--- src/rtl/bcd_to_binary_seq.sv ---
// bcd_to_binary_seq: sequential two-digit packed-BCD to binary converter.
// Valid/ready handshake on both sides; the tens digit is multiplied by ten
// as (tens<<3) + (tens<<1) over two cycles, then the units digit is added.
// Optional feature macro: BCD_RANGE_CHECK_EN clamps legal results above
// MAX_VAL to MAX_VAL and flags err. Illegal digits always yield 8'hAA/err.
module bcd_to_binary_seq #(
    parameter int MAX_VAL = 99
) (
    input  logic       clk,
    input  logic       rst,
    input  logic [7:0] Btemp_in,
    input  logic       in_valid,
    output logic       in_ready,
    output logic [7:0] Dtemp_out,
    output logic       out_valid,
    input  logic       out_ready,
    output logic       err
);

    typedef enum logic [2:0] {
        IDLE,
        CHK,
        MUL8,
        MUL2,
        ADDU,
        OUT
    } state_t;

    localparam logic [7:0] MAX_CODE = 8'(MAX_VAL);
    localparam logic [7:0] BAD_CODE = 8'hAA;

`ifdef BCD_RANGE_CHECK_EN
    localparam bit RANGE_EN = 1'b1;
`else
    localparam bit RANGE_EN = 1'b0;
`endif

    state_t     state;
    state_t     state_next;
    logic [3:0] tens;
    logic [3:0] units;
    logic [7:0] acc;
    logic       digits_bad;
    logic [7:0] sum;
    logic       clamp;

    // Digit legality, final sum and optional clamp decision
    always_comb begin
        digits_bad = (tens > 4'd9) || (units > 4'd9);
        sum        = acc + {4'b0000, units};
        clamp      = RANGE_EN && (sum > MAX_CODE);
    end

    // State register
    always_ff @(posedge clk or posedge rst) begin
        if (rst) begin
            state <= IDLE;
        end else begin
            state <= state_next;
        end
    end

    // Next-state logic and input-side ready
    always_comb begin
        state_next = state;
        in_ready   = 1'b0;
        case (state)
            IDLE: begin
                in_ready = 1'b1;
                if (in_valid) begin
                    state_next = CHK;
                end
            end
            CHK:  state_next = digits_bad ? OUT : MUL8;
            MUL8: state_next = MUL2;
            MUL2: state_next = ADDU;
            ADDU: state_next = OUT;
            OUT: begin
                if (out_ready) begin
                    state_next = IDLE;
                end
            end
            default: state_next = IDLE;
        endcase
    end

    // Datapath: digit capture, accumulation and registered result
    always_ff @(posedge clk or posedge rst) begin
        if (rst) begin
            tens      <= '0;
            units     <= '0;
            acc       <= '0;
            Dtemp_out <= '0;
            err       <= 1'b0;
            out_valid <= 1'b0;
        end else begin
            case (state)
                IDLE: begin
                    if (in_valid) begin
                        tens  <= Btemp_in[7:4];
                        units <= Btemp_in[3:0];
                        err   <= 1'b0;
                    end
                end
                CHK: begin
                    if (digits_bad) begin
                        Dtemp_out <= BAD_CODE;
                        err       <= 1'b1;
                        out_valid <= 1'b1;
                    end else begin
                        acc <= '0;
                    end
                end
                MUL8: acc <= {1'b0, tens, 3'b000};
                MUL2: acc <= acc + {3'b000, tens, 1'b0};
                ADDU: begin
                    acc       <= sum;
                    Dtemp_out <= clamp ? MAX_CODE : sum;
                    err       <= clamp;
                    out_valid <= 1'b1;
                end
                OUT: begin
                    if (out_ready) begin
                        out_valid <= 1'b0;
                    end
                end
                default: ;
            endcase
        end
    end

endmodule

--- config.mk ---
export PLATFORM = sky130hd
export DESIGN_NAME = bcd_to_binary_seq
export DESIGN_NICKNAME = d
export VERILOG_FILES = /design/src/rtl/bcd_to_binary_seq.sv
export SDC_FILE = /design/constraint.sdc
export NUM_CORES = 1
export LEC_CHECK = 0
export CORE_MARGIN = 3
export CORE_UTILIZATION = 55
export DETAILED_ROUTE_END_ITERATION = 12
export GPL_TIMING_DRIVEN = 0
export PLACE_DENSITY = 0.79
export SYNTH_ARGS = -nofsm -noshare
export SYNTH_HDL_FRONTEND = slang
export SYNTH_SLANG_ARGS = --single-unit
--- constraint.sdc ---
create_clock -name clk -period 2.3 [get_ports clk]
set_clock_uncertainty 0.2 [all_clocks]
set_input_delay 0.46 -clock clk [delete_from_list [all_inputs] [get_ports clk]]
set_output_delay 0.46 -clock clk [all_outputs]
set_load 0.005 [all_outputs]
==> images/layer_met1.png <==
The bar under the picture is 20 um long. Supply wires on this layer in gray.
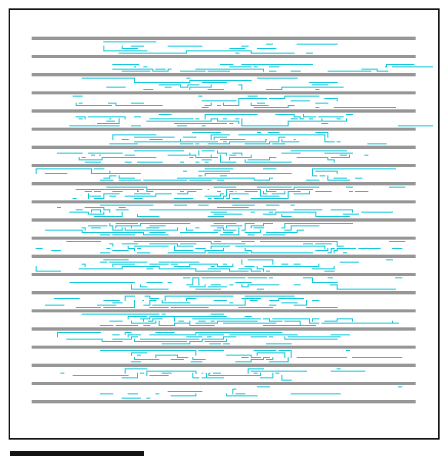
wire length on this layer: 1890 um
main direction: horizontal

==> images/layer_met2.png <==
Cells faint in the background.
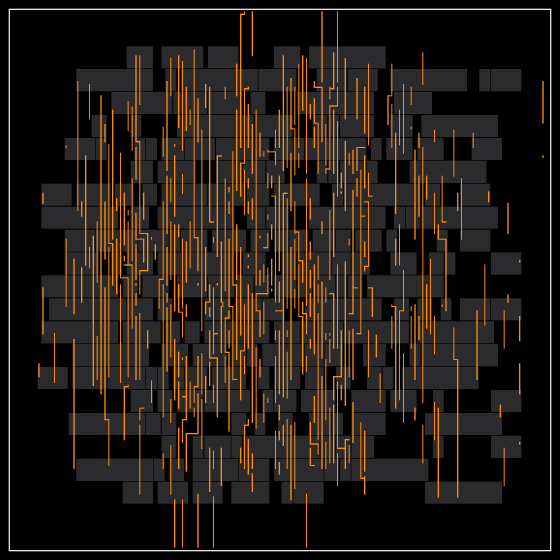
longest straight run: 35.4 um
wire length on this layer: 2070 um
nets with wire on the layer: 202
share of all routed wire: 48%
DRT Wirelength: 4270 um
met2 usage: 0.377
overall via count from detail_route: 1514

==> images/layer_met3.png <==
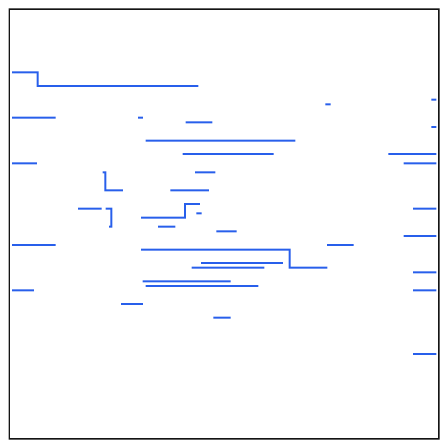
share of all routed wire: 5.7%
main direction: horizontal
nets with wire on the layer: 30
wire length on this layer: 246 um

==> job_summary.md <==
## PnR job results

| Metric | Value |
|---|---|
| Run status | finished clean |
| Portion of the layout cell area used by non-clock buffers | 0.137 |
| Final std cells w/o fill | 257 |
| Largest net degree at the start of global routing | 30 |
| Layout net count | 235 |
| Router iterations before antenna repair | 4 |
| Crit-path leading delay family | adder cells |
| Net switching share of the total power | 0.442 |
| Horizontal extent of the die | 64.1 um |
| Standby leakage power | 0.000972 uW |
| OpenROAD warning count | 27 |
| Share of power burned in combinational logic | 0.612 |
| Cell depth of the worst hold path | 2 |
| Transition time at the pin with the least slew margin | 1.10 ns |
| Setup crit end kind | flop |
| Slew HR | 0.263 |
| Unrepaired setup endpoints after global routing | yes |
| Hold Path Sink | out_valid |
| Peak supply drop | 0.744 mV |
| Capturing point of the worst reg2reg path | acc[6] |
| Design area | 2190 um^2 |
| Startpoint of the most critical hold path | out_valid |
| Die Span Y | 64.1 um |
| Drt first-iter violations | 89 |
| Dominant cells by area after synthesis | sky130_fd_sc_hd__dfrtp_1 39%, sky130_fd_sc_hd__ha_1 5.4%, sky130_fd_sc_hd__mux2_2 4.2% |
| Cell breakdown of the critical path | ha_1 -> inv_1 -> fa_1 -> nor2b_1 -> nor3_1 -> o21a_1 -> o21ai_1 -> o211ai_1 |
| Combinational fraction of the cell area | 0.460 |
| Synth Seq Share | 0.391 |
| Top_reg_cell synth | sky130_fd_sc_hd__dfrtp_1 |
| Layout inverter count without the clock tree | 13 |
| Number of antenna violations at the first check in global routing | 0 |
| Cell with the biggest individual delay on the critical path | sky130_fd_sc_hd__fa_1 |
| Synthesized area per cell | 10.1 um^2 |
| Antenna viol nets, final | 0 |
| Arr. time, crit path | 2.20 ns |
| Final worst-path cycle share | 0.951 |
| Met2 Routed Length | 2070 um |
| Critical Path Sink | acc[6] |
| Initial core utilization | 0.593 |
| Global-route wire length before repair | 7360 um |
| Internal power component | 1740 uW |
| Max-area cell share | 0.391 |
| Flip-flops | 29 |
| Number of cell rows | 20 |
| Remaining design rule violation count | 0 |
| Ys flops | 29 |
| Post-CTS repair timing setup buffer count | 0 |
| GP Congestion | 0.966 |
| Fraction of layout instances using a drive strength above 1 | 0.174 |
| Critical Path Start | acc[0] |
| Share of flip-flops with an asynchronous set or reset after synthesis | 1.00 |
| Number of buffers created by CTS | 5 |
| Non-clock buffer count | 32 |
| Total number of cells along the worst setup path | 8 |
| Final hold violations | 0 |
| CTS tree | yes |
| Number of enable-type register cells in the synthesized netlist | 0 |
| Power consumed by sequential cells | 890 uW |
| Area grow syn2layout | 18.3% |
| Number of hold buffers added after CTS | 0 |
| Total buffers and inverters traversed by the critical path | 1 |
| Power in combinational cells | 1920 uW |
| Top layer in use | met4 |
| Number of fill cells in the layout | 244 |
| Placed Instance Area | 2130 um^2 |
| Cell count listed in synth_stat.txt | 184 |
| Cell resize tally after clock tree synthesis | 0 |
| Startpoint class of the critical path | flop |
| Synth Net Count | 206 |
| Number of pins with negative max-slew slack in the final report | 0 |
| Final hold slack | 0.291 ns |
| Dominant comb cell | AND-OR/OR-AND gates |
| Synth Area in Adders | 0.0755 |
| Biggest regs | Dtemp_out: 8 flops, acc: 8 flops |
| Setup violation total in the final timing report | 0 |
| Number of ports placed on the die boundary | 23 |
| Maximum level of the CTS H-tree | 2 |
| Tally of clock buffers in the finished layout | 7 |
| Start of the worst register-to-register path | acc[0] |
| Power per cell area | 1430 nW/um^2 |
| Yosys xor share | 0.0378 |
| Total number of yosys warnings | 0 |
| Cell Type Count | 48 |
| Buffers added on ports | 22 |
| Routed via count divided by cell count | 5.89 |
| Routed length on met1 | 1890 um |
| Net switching power | 1380 uW |
| Chip Area, Yosys | 1860 um^2 |
| Instance tally after logic synthesis | 184 |
| Cell type with the largest total area after synthesis | sky130_fd_sc_hd__dfrtp_1 |
| Clk Latency, worst-skew pair | 0.34 ns |
| Combinational cell area excluding buffers and inverters | 1010 um^2 |
| Total Negative Setup Slacks | 0 ns |
| Clk pwr | 323 uW |
| Sequential share of power | 0.284 |
| Number of tapcells | 44 |
| Combinational gate count | 132 |
| Maximum achievable frequency | 457 MHz |
| Post-placement worst setup slack | 0.101 ns |
| Final Worst Setup Slack | 0.113 ns |
| Path class of the lowest-slack min-delay path | reg2reg |
| Biggest cell category by area in the final layout | logic gates |
==> images/metal_density.png <==
The die is cut into 13 by 13 equal tiles; dark blue is low, red is high, scaled to the fullest tile. Values are wire area over tile area, all layers added.
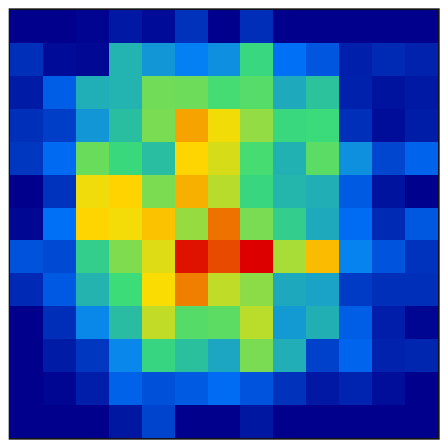
emptiest ninth of the die: bottom right
tiles over half the peak: 24%
nearly empty tiles: 17%
mean over tiles: 0.17
fullest tile: 0.57
densest ninth of the die: middle
global router's overall resource usage: 0.234
per-cell routed wire length: 16.6 um

==> images/congestion.png <==
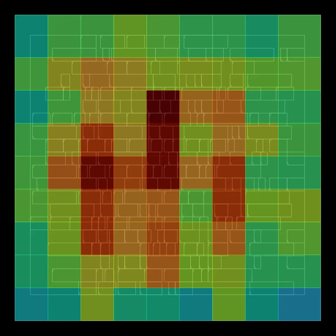
final core utilization: 0.702
routing usage on met3: 0.0422
met1 GRT Util: 0.312
GRT Max-Usage Layer: met2

Power is estimated from default activity; no workload was simulated.
